Fig. 1: register map, names as in the netlist
Other sequential cells in the stronger gray, the rest of the logic in the fainter gray.
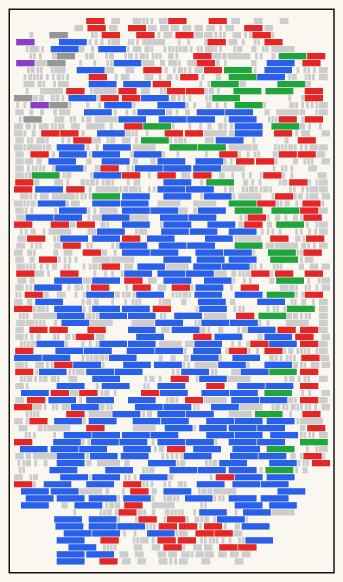
Fig. 2: ports around the boundary
Pins as bars across the die edge, other pins in gray.
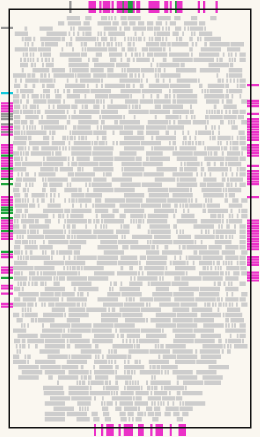
### src/rtl/conv_window_gen.sv
// Sliding F x F window generator: buffers F-1 image rows and emits each fully
// populated window of a raster-order pixel stream through a valid/ready output register.
module conv_window_gen #(
    parameter int unsigned DATA_WIDTH = 16,
    parameter int unsigned F          = 3,
    parameter int unsigned W          = 8,
    parameter int unsigned H          = 8
) (
    input  logic                          clk,
    input  logic                          reset,
    input  logic [DATA_WIDTH-1:0]         pixel_in,
    input  logic                          pixel_valid,
    output logic                          pixel_ready,
    output logic [0:F*F*DATA_WIDTH-1]     window,
    output logic                          window_valid,
    input  logic                          window_ready,
    output logic                          window_last,
    output logic                          frame_done
);

    localparam int unsigned CW = (W > 1) ? $clog2(W) : 1;
    localparam int unsigned RW = (H > 1) ? $clog2(H) : 1;
    localparam logic [CW-1:0] COL_MAX = CW'(W - 1);
    localparam logic [RW-1:0] ROW_MAX = RW'(H - 1);
    localparam logic [CW-1:0] COL_MIN = CW'(F - 1);
    localparam logic [RW-1:0] ROW_MIN = RW'(F - 1);

    logic [CW-1:0]         col_q;
    logic [RW-1:0]         row_q;
    // line_q[i][W-1] holds the pixel accepted (i+1)*W acceptances ago
    logic [DATA_WIDTH-1:0] line_q [F-1][W];
    logic [DATA_WIDTH-1:0] win_q  [F][F];
    logic [DATA_WIDTH-1:0] row_src [F];
    logic [0:F*F*DATA_WIDTH-1] win_next;

    logic accept;
    logic at_col_end;
    logic at_frame_end;
    logic emit;

    assign pixel_ready  = !window_valid || window_ready;
    assign accept       = pixel_valid && pixel_ready;
    assign at_col_end   = (col_q == COL_MAX);
    assign at_frame_end = at_col_end && (row_q == ROW_MAX);
    assign emit         = accept && (row_q >= ROW_MIN) && (col_q >= COL_MIN);

    // Column entering each window row on this acceptance; row F-1 is the live pixel.
    always_comb begin
        row_src[F-1] = pixel_in;
        for (int r = 0; r < F - 1; r++) begin
            row_src[r] = line_q[F-2-r][W-1];
        end
    end

    // Window contents as they will look once the current pixel is shifted in.
    always_comb begin
        win_next = '0;
        for (int r = 0; r < F; r++) begin
            for (int c = 0; c < F - 1; c++) begin
                win_next[(r*F+c)*DATA_WIDTH +: DATA_WIDTH] = win_q[r][c+1];
            end
            win_next[(r*F+F-1)*DATA_WIDTH +: DATA_WIDTH] = row_src[r];
        end
    end

    always_ff @(posedge clk) begin
        if (accept) begin
            line_q[0][0] <= pixel_in;
            for (int i = 1; i < F - 1; i++) begin
                line_q[i][0] <= line_q[i-1][W-1];
            end
            for (int i = 0; i < F - 1; i++) begin
                for (int j = 1; j < W; j++) begin
                    line_q[i][j] <= line_q[i][j-1];
                end
            end
            for (int r = 0; r < F; r++) begin
                for (int c = 0; c < F - 1; c++) begin
                    win_q[r][c] <= win_q[r][c+1];
                end
                win_q[r][F-1] <= row_src[r];
            end
        end
    end

    always_ff @(posedge clk) begin
        if (reset) begin
            col_q        <= '0;
            row_q        <= '0;
            window       <= '0;
            window_valid <= 1'b0;
            window_last  <= 1'b0;
            frame_done   <= 1'b0;
        end else begin
            frame_done <= accept && at_frame_end;
            if (accept) begin
                if (at_col_end) begin
                    col_q <= '0;
                    row_q <= (row_q == ROW_MAX) ? '0 : row_q + 1'b1;
                end else begin
                    col_q <= col_q + 1'b1;
                end
            end
            if (emit) begin
                window       <= win_next;
                window_valid <= 1'b1;
                window_last  <= at_frame_end;
            end else if (window_ready) begin
                window_valid <= 1'b0;
                window_last  <= 1'b0;
            end
        end
    end

endmodule
### config.mk
export PLATFORM = sky130hd
export DESIGN_NAME = conv_window_gen
export DESIGN_NICKNAME = d
export VERILOG_FILES = /design/src/rtl/conv_window_gen.sv
export SDC_FILE = /design/constraint.sdc
export NUM_CORES = 1
export LEC_CHECK = 0
export ABC_AREA = 1
export CORE_ASPECT_RATIO = 1.75
export CORE_UTILIZATION = 58
export CTS_CLUSTER_SIZE = 25
export DETAILED_ROUTE_END_ITERATION = 10
export PLACE_DENSITY_LB_ADDON = 0.15
export SLEW_MARGIN = 5
export SYNTH_ARGS = -nofsm -noshare
export SYNTH_HDL_FRONTEND = slang
export SYNTH_SLANG_ARGS = --single-unit
### constraint.sdc
create_clock -name clk -period 7.07 [get_ports clk]
set_clock_uncertainty 0.05 [all_clocks]
set_input_delay 0.707 -clock clk [delete_from_list [all_inputs] [get_ports clk]]
set_output_delay 0.707 -clock clk [all_outputs]
set_load 0.03 [all_outputs]
==> run summary <==
yosys synthesis warning count: 0
Worst setup SP type: register
clk slew on worst S/H paths: 0.07 ns
comb. cell area: 2780 µm²
Ports: 168
Synth Net Count: 1319
layout cell share with drive strength beyond 1: 4.99%
worst hold slack: 0.357 ns
Mapped Area: 15400 µm²
GRT overflow: 0
number of max-cap violations: 0
clk sinks: 441
# placed instances: 1712
Syn Inst Count: 1294
pre-CTS WS: 3.55 ns
most frequent logic cells in the routed design: nor2_1, edfxtp_1, clkdlybuf4s50_1
P per Cell Area: 276 nW/µm²
die span in x: 125 µm
yosys stat cell total: 1294
H-tree depth: 2
largest net degree at the start of global routing: 126
Core ar.: 26100 µm²
CTS tree: built
RSZ-0062 raised after global routing: no
Layout Cells excl Fill: 1782
CP most frequent cell: nor2_1
Routed WL: 30.6 mm
worst-case reg-to-reg path depth: 7
max-slew violation count: 0
sequential power: 0.00290 W
Crit Path Max Fanout: 113
start of the worst register-to-register path: row_q[1]
Cell variety after synth: 21
cell chain of the critical path: inv_1 -> nand2_4 -> nand3_1 -> nor2_4 -> buf_12 -> nor2_1 -> nor2_1
Crit Path Category: register to register
drt wl/cell: 17.2 µm
Initial DRC Count: 677
dpl cell area: 17300 µm²
Int Power: 0.00402 W
Hold-fix buffers, CTS: 0
Period Utilization, post-route: 42.1%
Final Cell Area: 18500 µm²
worst hold path depth: 0
combinational power: 0.000200 W
Final nets: 1457
Crit path buffers/inverters: 2
drt pass-1 iters: 8
VDD IR max: 0.231 mV
Total GRT Usage: 22.9%
crit path DAT: 3.39 ns
FF-to-FF End: window[79]
Seq share, synth: 75.9%
Crit. End Element: register
origin of the worst min-delay path: line_q[0][73]
Rows: 78
fp util: 59.2%
P_clk: 0.00199 W
Yosys Chip Area: 15400 µm²
# setup viols final: 0
Reg area: 11700 µm²
final hold viol count: 0
setup tns final: 0 ns
CP top delay family: simple AND/OR/NAND/NOR gates
CTS buffer count: 38
WP data required: 7.49 ns
Final WS setup: 4.09 ns
Pleak: 7.09 nW
clk buf depth: 3
first-pass GRT wire length: 48.2 mm
Worst slew margin: 29.0%
CP max stage delay: 0.75 ns
initial antenna violation count: 0
DRC Markers: 11
Clock Latency Late Sink: 0.53 ns
ys flops: 441
Syn Area/Cell: 11.9 µm²
Top cell excl fill/tap: nor2_1
Cell area leaders: edfxtp_1, dfxtp_1, nor2_1, nand4_1, nand2_1
Hold EP: line_q[0][57]
# diodes: 0
PnR Total Power: 0.00509 W
status: finished, violations left
Comb power frac: 3.9%
sequential power share: 57.0%
vias in the first global route: 9078
fin util: 70.9%
Sw Share: 21.2%
Fmax: 0.336 GHz
CTS root buf: clkbuf_16
min cycle time layout: 2.98 ns
Chip Area: 27300 µm²
vias per cell: 5.30
Setup Fix Bufs, Post-CTS: 0
clock power share: 39.1%
Sw Pwr: 0.00108 W
Hold Crit Class: register to register
# resized after CTS: 0
Final Wtd Congestion: 0.812
CP max stage cell: nor2_4
routed vias: 9451
fill cell count: 1874
worst reg2reg setup slack: 4.09 ns
antenna viol nets, final: 0
worst-margin pin slew: 1.06 ns
OpenROAD warning count: 33
area share, top type: 56.0%
Biggest consumer: sequential cells
area leader, netlist: edfxtp_1
P&R area growth vs syn: 19.6%
hpwl dp: 18.1 mm
failing checks: design-rule violations
About Fig. 1:
[green] `win_q` | placed flops: 34
[purple] `row_q` | placed flops: 3
[blue] `line_q` | placed flops: 254
[red] `window` | placed flops: 144 | where: widely spread
not colored: 6

About Fig. 2:
[green] `pixel_in` | pins: 16 | direction: input | edge: 11 left, 5 top
[cyan] `reset` | pins: 1 | direction: input | edge: left
[magenta] `window` | pins: 144 | direction: output | edge: 47 right, 39 left, 33 top, 25 bottom
Buffers on Ports: 167
Die Span Y: 218 µm

[layout make-up]
class,instances,share of cell area [%]
multi-input cells,619,15.1
flip-flops and latches,441,63.4
well taps,320,2.17
repair buffers,177,9.73
inverters,155,3.16
clock inverters,13,0.332
clock buffers,57,6.11
[cell usage after synthesis]
master,n
nor2_4,1
buf_2,42
nand2_1,152
buf_4,6
clkinv_1,1
o21ai_0,6
nand3_1,2
inv_1,151
ha_1,5
nor2_1,302
clkbuf_1,22
edfxtp_1,288
nand2_2,1
a21oi_2,1
nor3_1,1
buf_1,8
a21oi_1,3
buf_6,1
dfxtp_1,153
nand4_1,145
inv_2,3
[cell families after synthesis]
group / after synthesis / share of synthesized area, %
AND-OR/OR-AND: 10 / 0.349
adder cells (fa/ha/maj): 5 / 0.405
buffers and inverters: 234 / 6.23
flip-flops: 441 / 75.9
AND/OR/NAND/NOR: 604 / 17.1
[how the worst max path moves through the flow]
stage	endpoint	depth (start not counted)	slack [ns]	start
2_1_floorplan	window[135]	6	2.08	window_ready
3_3_place_gp	window[81]	8	3.65	window_ready
3_5_place_dp	window[81]	8	3.55	window_ready
4_1_cts	window[79]	7	4.10	row_q[2]
5_1_grt	window[79]	7	3.84	row_q[2]
6_report	window[79]	7	4.09	row_q[1]
[layer usage]
| layer | wire length (µm) | global-route usage [%] | vias up |
|---|---|---|---|
| li1 | - | - | 4570 |
| met1 | 11600 | 26.7 | 4537 |
| met2 | 15900 | 40.6 | 287 |
| met3 | 1740 | 4.66 | 57 |
| met4 | 1250 | 10.7 | 0 |
| met5 | 0 | 0 | - |
[sequential cells by signal, indices dropped and copies added, names as in the netlist]
register / flops
line_q: 254
window: 144
win_q: 34
col_q: 3
row_q: 3
frame_done: 1
window_last: 1
window_valid: 1
Power figures rest on the tool's default switching activity, not on a simulated workload.
